### src/rtl/point_cloud_pkg.sv
// Shared definitions for the LiDAR point-cloud receive path: sizes, field offsets,
// the formatted point layout and the disassembler FSM states.
package point_cloud_pkg;

  localparam int POINT_W          = 128;
  localparam int POINTS_PER_BLOCK = 4;
  localparam int BLOCK_W          = POINT_W * POINTS_PER_BLOCK;
  localparam int SLOT_W           = 2;
  localparam int CNT_W            = 3;
  localparam int COORD_W          = 32;
  localparam int CHAN_W           = 8;

  localparam int X_LSB = 96;
  localparam int Y_LSB = 64;
  localparam int Z_LSB = 32;
  localparam int R_LSB = 24;
  localparam int G_LSB = 16;
  localparam int B_LSB = 8;
  localparam int I_LSB = 0;

  typedef struct packed {
    logic [COORD_W-1:0] x;
    logic [COORD_W-1:0] y;
    logic [COORD_W-1:0] z;
    logic [CHAN_W-1:0]  R;
    logic [CHAN_W-1:0]  G;
    logic [CHAN_W-1:0]  B;
    logic [CHAN_W-1:0]  intensity;
  } point_t;

  typedef enum logic {IDLE, EMIT} disasm_state_t;

  // Counts above the block capacity still emit a full block.
  function automatic logic [CNT_W-1:0] sat_count(input logic [CNT_W-1:0] cnt);
    return (cnt > CNT_W'(POINTS_PER_BLOCK)) ? CNT_W'(POINTS_PER_BLOCK) : cnt;
  endfunction

endpackage

### src/rtl/point_unformatter.sv
// Combinational split of one formatted point into its coordinate and colour fields;
// the field order mirrors the point formatter exactly.
module point_unformatter
  import point_cloud_pkg::*;
(
  input  point_t              pt,
  output logic [COORD_W-1:0]  x,
  output logic [COORD_W-1:0]  y,
  output logic [COORD_W-1:0]  z,
  output logic [CHAN_W-1:0]   R,
  output logic [CHAN_W-1:0]   G,
  output logic [CHAN_W-1:0]   B,
  output logic [CHAN_W-1:0]   intensity
);

  logic [POINT_W-1:0] bits;

  assign bits      = pt;
  assign x         = bits[X_LSB +: COORD_W];
  assign y         = bits[Y_LSB +: COORD_W];
  assign z         = bits[Z_LSB +: COORD_W];
  assign R         = bits[R_LSB +: CHAN_W];
  assign G         = bits[G_LSB +: CHAN_W];
  assign B         = bits[B_LSB +: CHAN_W];
  assign intensity = bits[I_LSB +: CHAN_W];

endmodule

### src/rtl/point_cloud_disassembler.sv
// Unpacks 512-bit point blocks into one point per handshake, with back-to-back
// block chaining, a sticky bad-count flag and a running point counter.
module point_cloud_disassembler
  import point_cloud_pkg::*;
(
  input  logic                clk,
  input  logic                reset,
  input  logic [BLOCK_W-1:0]  block_data,
  input  logic [CNT_W-1:0]    block_count,
  input  logic                block_valid,
  output logic                block_ready,
  output logic [COORD_W-1:0]  x,
  output logic [COORD_W-1:0]  y,
  output logic [COORD_W-1:0]  z,
  output logic [CHAN_W-1:0]   R,
  output logic [CHAN_W-1:0]   G,
  output logic [CHAN_W-1:0]   B,
  output logic [CHAN_W-1:0]   intensity,
  output logic                point_valid,
  input  logic                point_ready,
  output logic                point_last,
  output logic                count_err,
  output logic [31:0]         points_emitted
);

  if (BLOCK_W != POINT_W * POINTS_PER_BLOCK) begin : g_blk_chk
    $error("BLOCK_W must equal POINT_W*POINTS_PER_BLOCK");
  end
  if ($bits(point_t) != POINT_W) begin : g_pt_chk
    $error("point_t width must equal POINT_W");
  end

  disasm_state_t                           state_q, state_d;
  logic [POINTS_PER_BLOCK-1:0][POINT_W-1:0] hold_q;
  logic [SLOT_W-1:0]                       slot_q;
  logic [CNT_W-1:0]                        eff_cnt_q;
  logic [CNT_W-1:0]                        eff_in;
  logic                                    accept;
  logic                                    fire;
  point_t                                  cur_pt;

  assign eff_in = sat_count(block_count);

  // Fields come only from registered hold/slot, never straight from block_data.
  assign cur_pt = point_t'(hold_q[slot_q]);

  point_unformatter u_unfmt (
    .pt        (cur_pt),
    .x         (x),
    .y         (y),
    .z         (z),
    .R         (R),
    .G         (G),
    .B         (B),
    .intensity (intensity)
  );

  always_comb begin
    state_d     = state_q;
    point_valid = (state_q == EMIT);
    point_last  = point_valid && ({1'b0, slot_q} == (eff_cnt_q - CNT_W'(1)));
    // The final point's handshake frees the hold register, so a new block can land then.
    block_ready = !reset && ((state_q == IDLE) || (point_last && point_ready));
    accept      = block_valid && block_ready;
    fire        = point_valid && point_ready;
    if (accept)
      state_d = (eff_in == '0) ? IDLE : EMIT;
    else if (fire && point_last)
      state_d = IDLE;
  end

  always_ff @(posedge clk) begin
    if (reset) begin
      state_q        <= IDLE;
      hold_q         <= '0;
      slot_q         <= '0;
      eff_cnt_q      <= '0;
      count_err      <= 1'b0;
      points_emitted <= '0;
    end else begin
      state_q <= state_d;
      if (accept) begin
        hold_q    <= block_data;
        eff_cnt_q <= eff_in;
        slot_q    <= '0;
        if (block_count > CNT_W'(POINTS_PER_BLOCK))
          count_err <= 1'b1;
      end else if (fire && !point_last) begin
        slot_q <= slot_q + SLOT_W'(1);
      end
      if (fire)
        points_emitted <= points_emitted + 32'd1;
    end
  end

endmodule
### config.mk
export PLATFORM = sky130hd
export DESIGN_NAME = point_cloud_disassembler
export DESIGN_NICKNAME = d
export VERILOG_FILES = /design/src/rtl/point_cloud_pkg.sv /design/src/rtl/point_unformatter.sv /design/src/rtl/point_cloud_disassembler.sv
export SDC_FILE = /design/constraint.sdc
export NUM_CORES = 1
export LEC_CHECK = 0
export ABC_CLOCK_PERIOD_IN_PS = 6250
export CELL_PAD_IN_SITES_DETAIL_PLACEMENT = 0
export CELL_PAD_IN_SITES_GLOBAL_PLACEMENT = 1
export CORE_MARGIN = 3
export CORE_UTILIZATION = 25
export CTS_CLUSTER_SIZE = 30
export DETAILED_ROUTE_END_ITERATION = 10
export HOLD_SLACK_MARGIN = 0.12
export PLACE_DENSITY_LB_ADDON = 0.1
export SLEW_MARGIN = 20
export SYNTH_ARGS = -nofsm -noshare
export SYNTH_HDL_FRONTEND = slang
export SYNTH_SLANG_ARGS = --single-unit
### constraint.sdc
create_clock -name clk -period 6.25 [get_ports clk]
set_clock_uncertainty 0.1 [all_clocks]
set_input_delay 0.9375 -clock clk [delete_from_list [all_inputs] [get_ports clk]]
set_output_delay 0.9375 -clock clk [all_outputs]
set_load 0.03 [all_outputs]
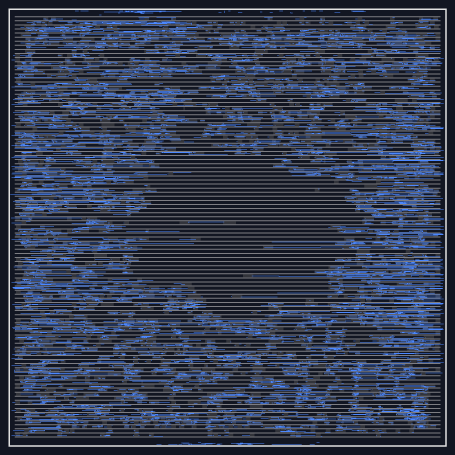
**Above:** run 1 (metal 1).
(1.5 px per um) Supply wires on this layer in grey.
nets with wire on the layer	2444
main direction	horizontal
wire length on this layer	29.8 mm
longest straight run	79.1 um
GR Util met1: 20.19%
vias after detailed routing: 15636
Total Wirelength: 75.38 mm

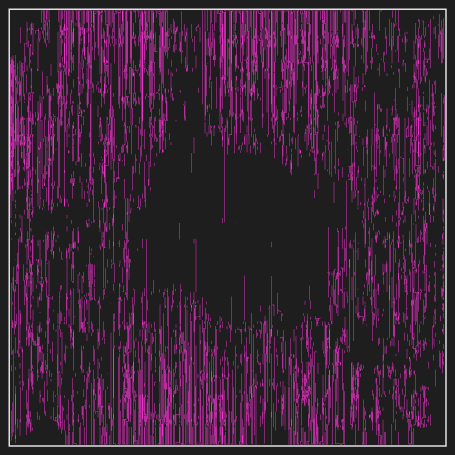
**Above:** run 1 (M2 wires).
(1.5 px per um)
share of all routed wire	50%
main direction	vertical
wire length on this layer	37.5 mm
longest straight run	107 um

==> flow_summary.toml, run 1 <==
# implementation run metrics
[run_status]
status = "finished, final reports clean"

[grt]
grt_usage_pct = 17.32
grt_start_max_net_pins = 215
grt_overflow_total = 0
first_global_vias = 16550

[cells_and_area]
regMostFlops = "hold_q"
lay_top_count = "clkdlybuf4s50_1"
fin_area_um2 = 30060
nonClkBufAreaFrac_pct = 23.54
flops = 551
drive_gt1_share_pct = 11.48
seqAreaFraction_pct = 36.72
area_delta_synth_final_pct = 48.93
clock_area_share_pct = 7.156
area_dominant_class = "registers"
fin_cells = 3248
fill_cells = 7617
antenna_cells = 20
n_clock_buffer = 102
logic_gates = 800
combGateArea_um2 = 8391
nNonClkInverters = 10

[routing]
dr.max_layer_used = "met5"
first_pass_iters = 4
route.met3.wl_mm = 5.956
drc = 0
wl_met1_mm = 29.76
viasPerCell = 4.814
wl_per_cell_um = 23.21
wl_met2_mm = 37.46

[clocking]
htree_levels = 3
cts_tree = "done"
clk_pin_slew_ps = 60
clockRootBuffer = "clkbuf_16"
cts_hold_buf = 0
ctsResizeCount = 0
cts_setup_buffers = 0
cts_made_buffers = 67
clk_latency_ps = 580

[logic_synthesis]
yosys-stat-cells = 1517
yosysTopAreaCell = "dfxtp_1"
ys_sh_adder_pct = 0.1240
synthArstFlopShare_pct = 0
yosysUniqueCellTypes = 35
ys_seq_share_pct = 54.66
yosys.area_share.simple_pct = 2.505
synth_area_um2 = 20180
syn_inst = 1517
synth_area_per_cell_um2 = 13.30
ys_ff = 551
synth.area.mux_share_pct = 14.28
yosysMostFrequentCell = "dfxtp_1"
syn-num-nets = 2038
ff_type = "dfxtp_1"

[min_path]
min_to = "hold_q[179]"
min_path_type = "flop to flop"

[power_and_ir_drop]
p_leak_uw = 0.01098
peakVddDrop_mv = 0.1588
power_leader = "sequential cells"
pwr-share-clk_pct = 43.3
power_density_nw_per_um2 = 292.0
seq_power_share_pct = 43.9
p_comb_share_pct = 12.8
p_int_uw = 6662

[final_timing]
fin_crit_ps = 4296
hold_viol_final = 0
final.period_utilization_pct = 68.74
max_freq_mhz = 232.8
worst_slew_pin_slew_ps = 1317

[worst_setup_path]
cp_cell_sequence = "buf_12 > mux4_2 > clkdlybuf4s50_1"
reg2reg_from = "slot_q[1]"
worstReg2RegEnd = "hold_q[427]"
critPathLaunchType = "flop"
slowest_stage = "dfxtp_4"
ff2ff_setup_slack_ps = 2730
path_class = "flop to output pin"
crit_required_ps = 5210
crit_arrival_ps = 3260
crit_family = "buffers and inverters"

[floorplanning]
std_cell_rows = 103
n_tap_cell = 1050
coreArea_um2 = 79520
initial_core_util_pct = 25.38
chip_area_um2 = 84170
die_w_um = 290.1

[placed_design]
place_hpwl_mm = 53.26
io_buffers = 682
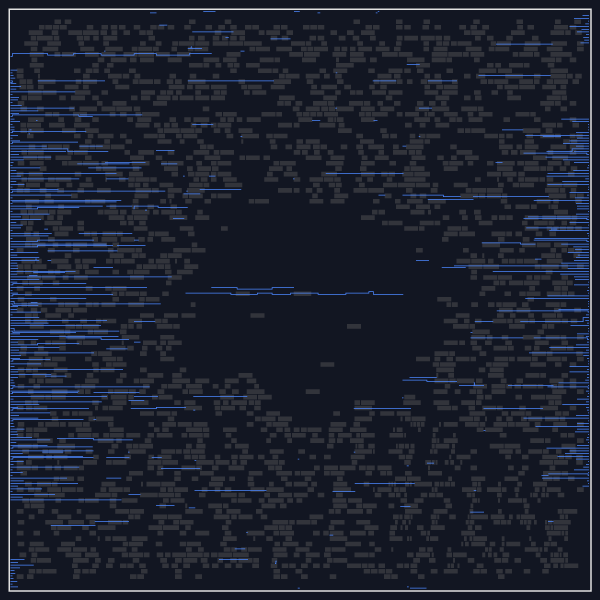
**Above:** run 1 (M3 wires).
(2 px per um)
share of all routed wire	7.9%
nets with wire on the layer	359

-- run 1: how the worst max path moves through the flow --
stage | from | end | slack (ps) | cells past startpoint
after floorplan | slot_q[0] | G[4] | 3330 | 4
after global placement | slot_q[0] | z[21] | 2470 | 3
after detailed placement | slot_q[0] | z[21] | 2450 | 3
after CTS | slot_q[0] | z[21] | 1800 | 3
after global routing | slot_q[0] | z[19] | 1760 | 3
final | slot_q[0] | y[5] | 1950 | 3
-- run 1: metrics by stage --
step / setup slack, ps / total power, uW / utilization (%)
after floorplan: 3331 / 4453 / -
after global placement: 2468 / 5049 / 35.03
after detailed placement: 2447 / 5059 / 35.03
after CTS: 1795 / 8932 / 37.74
after global routing: 1758 / 9151 / 37.78
final: 1954 / 8777 / 37.80
==> run 2: changes to the inputs <==
--- a/config.mk
+++ b/config.mk
@@ -5,7 +5,7 @@
 export SDC_FILE = /design/constraint.sdc
 export NUM_CORES = 1
 export LEC_CHECK = 0
-export ABC_CLOCK_PERIOD_IN_PS = 6250
+export ABC_CLOCK_PERIOD_IN_PS = 3800
 export CELL_PAD_IN_SITES_DETAIL_PLACEMENT = 0
 export CELL_PAD_IN_SITES_GLOBAL_PLACEMENT = 1
 export CORE_MARGIN = 3
==> constraint.sdc (replaced) <==
create_clock -name clk -period 3.8 [get_ports clk]
set_clock_uncertainty 0.1 [all_clocks]
set_input_delay 0.57 -clock clk [delete_from_list [all_inputs] [get_ports clk]]
set_output_delay 0.57 -clock clk [all_outputs]
set_load 0.03 [all_outputs]
==> run 2 against run 1 <==
Effect of this change:
- power grew 63%
- via count grew 1.1%
- sequential power up 64%
- core utilization is 0.13 points higher
- critical endpoint is now y[20]
- flip-flop count did not move
- combinational power increased by 69%
- critical path depth did not move
- global-route usage barely moved
- sequential share of layout area is 0.13 points lower
==> flow_summary.toml, run 2 <==
# implementation run metrics
[floorplanning]
die_w_um = 290.1
initial_core_util_pct = 25.38
coreArea_um2 = 79520

[run_status]
status = "finished, final reports clean"

[cells_and_area]
fin_cells = 3260
final_util_pct = 37.93
fill_cells = 7603
fin_area_um2 = 30160
area_delta_synth_final_pct = 49.46
drive_gt1_share_pct = 11.88

[logic_synthesis]
syn_inst = 1517
synth.area.mux_share_pct = 14.28
ys_ff = 551
syn-num-nets = 2038
yosysUniqueCellTypes = 35
yosysTopAreaCell = "dfxtp_1"
ys_seq_share_pct = 54.66

[final_timing]
worst_slew_pin_slew_ps = 638.3
final.period_utilization_pct = 92.89
max_freq_mhz = 283.3
fin_ws_ps = 270.1
hold_viol_final = 0

[power_and_ir_drop]
p_int_uw = 10830
power_leader = "sequential cells"
fin_total_pwr_uw = 14320
peakVddDrop_mv = 0.2825
p_comb_share_pct = 13.2

[routing]
dr.max_layer_used = "met5"
wl_met2_mm = 37.55

[worst_setup_path]
cp_cell_sequence = "buf_4 > mux4_2 > clkdlybuf4s50_1"
crit_arrival_ps = 2860
critPathLaunchType = "flop"
crit_family = "buffers and inverters"
path_class = "flop to output pin"

[placed_design]
dpl_worst_slack_ps = 707.6

[min_path]
min_path_type = "flop to flop"

[grt]
grt_overflow_total = 0
## run 2: cell counts after synthesis
No cell type changed its count.
## run 2: worst paths after layout
path | startpoint | end | slack [ps]
setup / recovery | slot_q[0] | y[20] | 270
hold / removal | eff_cnt_q[1] | eff_cnt_q[1] | 370
setup reg to reg | eff_cnt_q[0] | hold_q[359] | 990
hold reg to reg | eff_cnt_q[1] | eff_cnt_q[1] | 370
## run 2: cell type report
cell class | instances | area [um^2] | area share (%)
clock buffer | 94 | 1858 | 6.160
tap | 1050 | 1314 | 4.355
clock inverter | 15 | 198.9 | 0.6595
multi-input combinational | 800 | 8391 | 27.82
antenna | 22 | 55.05 | 0.1825
timing repair buffer | 718 | 7272 | 24.11
sequential | 551 | 11040 | 36.59
inverter | 10 | 37.54 | 0.1244
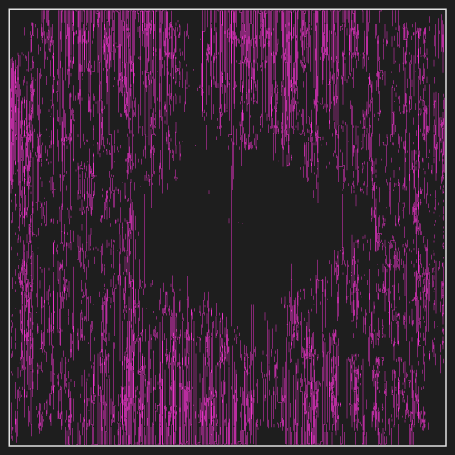
**Above:** run 2 (M2 wires).
(1.5 px per um)
longest straight run	107 um
main direction	vertical
wire length on this layer	37.5 mm
share of all routed wire	50%
vias after detailed routing: 15803
met2 usage: 29.80%
Total Wirelength: 75.34 mm

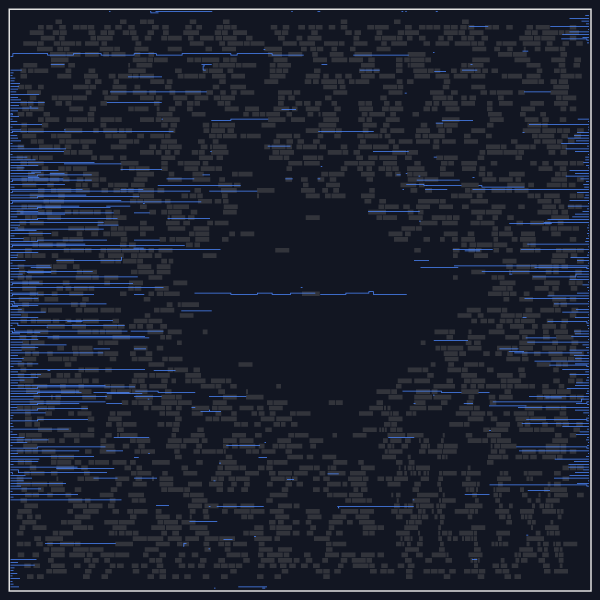
**Above:** run 2 (M3 wires).
(2 px per um)
nets with wire on the layer	366
longest straight run	105 um
wire length on this layer	6620 um

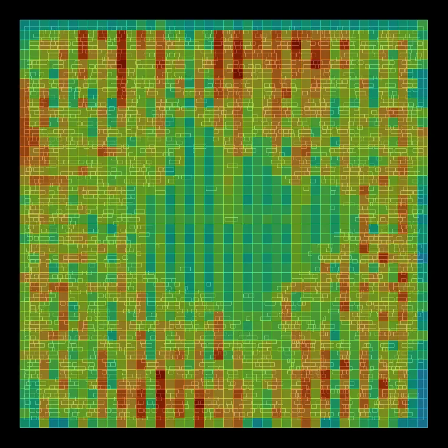
**Above:** run 2 (routing congestion map).
total track usage: 17.32%
Global Route met3 Usage: 6.988%
drt wl/cell: 23.11 um
GR Util met1: 19.35%

==> run 3: changes to the inputs <==
--- a/config.mk
+++ b/config.mk
@@ -8,10 +8,10 @@
 export ABC_CLOCK_PERIOD_IN_PS = 3800
 export CELL_PAD_IN_SITES_DETAIL_PLACEMENT = 0
 export CELL_PAD_IN_SITES_GLOBAL_PLACEMENT = 1
-export CORE_MARGIN = 3
-export CORE_UTILIZATION = 25
+export CORE_AREA = 3 3 263 265
 export CTS_CLUSTER_SIZE = 30
 export DETAILED_ROUTE_END_ITERATION = 10
+export DIE_AREA = 0 0 266 268
 export HOLD_SLACK_MARGIN = 0.12
 export PLACE_DENSITY_LB_ADDON = 0.1
 export SLEW_MARGIN = 20
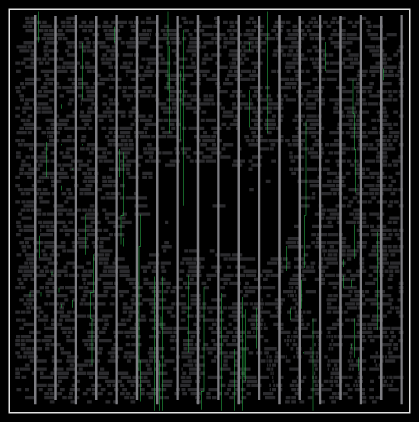
**Above:** run 3 (signal wires on met4).
(1.5 px per um) Supply wires on this layer in grey.
main direction	vertical
wire length on this layer	1930 um
Total Wirelength: 74.95 mm
vias after detailed routing: 15898

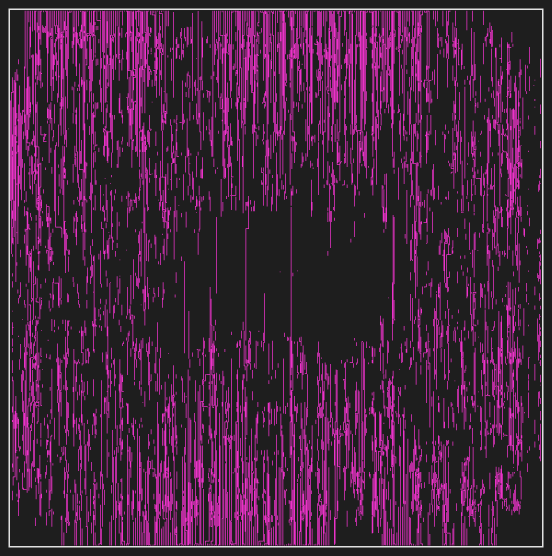
**Above:** run 3 (M2 wires).
(2 px per um)
met2 usage: 34.07%

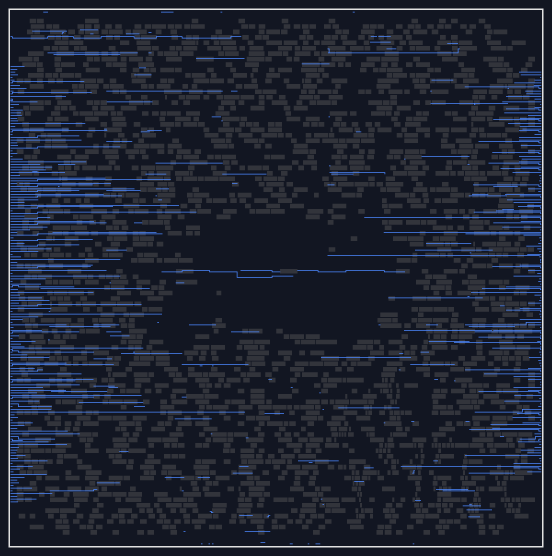
**Above:** run 3 (M3 wires).
(2 px per um)
Global Route met3 Usage: 8.616%

==> run 3 against run 2 <==
Effect of this change:
- via count is 0.60% higher
- global-route usage is 2.8 points higher
- largest cell class unchanged
- setup slack better by 2.7 ps
- area after synthesis stayed put
- flip-flop count stayed put
- fmax hardly changed
- die area is 15% lower
- synthesized cell count stayed put
==> flow_summary.toml, run 3 <==
# implementation run metrics
[placed_design]
place_hpwl_mm = 54.76
dpl_worst_slack_ps = 673.0
io_buffers = 682

[worst_setup_path]
reg2reg_from = "eff_cnt_q[0]"
ff2ff_setup_slack_ps = 940
cp-startpoint = "slot_q[0]"
path_class = "flop to output pin"
slowest_stage = "dfxtp_4"
cp-endpoint = "z[27]"
critPathLaunchType = "flop"
crit_required_ps = 3130

[routing]
first_pass_iters = 4
wl_per_cell_um = 24.18
viasPerCell = 5.130
drc = 0

[logic_synthesis]
yosysUniqueCellTypes = 35
syn-num-nets = 2038
ff_type = "dfxtp_1"
ys_seq_share_pct = 54.66
yosys-stat-cells = 1517
synth_area_per_cell_um2 = 13.30
ys_ff = 551
yosysTopAreaCell = "dfxtp_1"

[clocking]
clk_latency_ps = 610
cts_setup_buffers = 0
ctsResizeCount = 0
cts_tree = "done"
clockRootBuffer = "clkbuf_16"

[cells_and_area]
n_clock_buffer = 96
seqAreaFraction_pct = 36.53
regMostFlops = "hold_q"
comb_area_share_pct = 27.77
nNonClkInverters = 10
fin_cells = 3099
fin_area_um2 = 30220
antenna_cells = 26
logic_gates = 800
drive_gt1_share_pct = 12.55
buffers = 727
area_delta_synth_final_pct = 49.73

[final_timing]
max_freq_mhz = 283.5
hold_viol_final = 0
final.period_utilization_pct = 92.82
fin_crit_ps = 3527
fin_ws_ps = 272.8

[grt]
grt_overflow_total = 0
grt_start_max_net_pins = 129

[min_path]
min_to = "hold_q[308]"
min_path_type = "flop to flop"

[power_and_ir_drop]
peakVddDrop_mv = 0.3489
p_leak_uw = 0.01116
pwr-share-clk_pct = 43.4
p_int_uw = 11080
seq_power_share_pct = 43.5

[floorplanning]
coreArea_um2 = 67040
chip_area_um2 = 71290
std_cell_rows = 95
die_w_um = 266

[run_status]
status = "finished, final reports clean"
## run 3: cell counts after synthesis
Identical to the previous run, type by type.
## run 3: logic make-up (layout without fill, tap and decap cells)
family                     Yosys count  count (layout)  synth area share, %
adders and majority gates            2               2               0.1240
DFF                                551             551                54.66
xor gates and xnor gates            13              13               0.5642
other                                0              26                    0
buffers and inverters              166             849                3.856
and+or+nand+nor                     87              87                2.505
AOI/OAI and AO/OA                  570             570                24.01
muxes                              128             128                14.28
## run 3: routing by layer
metal  vias up  track usage, %  share of wire, %
met5         -               0              0.37
met3       146           8.616               9.5
met2       514           34.07                49
met1      7790           22.83                39
li1       7408               -                 -
met4        40           6.876               2.6
## run 3: worst max-delay path, delay by kind of cell (launching register included)
family / cells / cell delay [ps]
buf+inv: 2 / 940
flops: 1 / 670
mux: 1 / 590
Power is estimated from default activity; no workload was simulated.
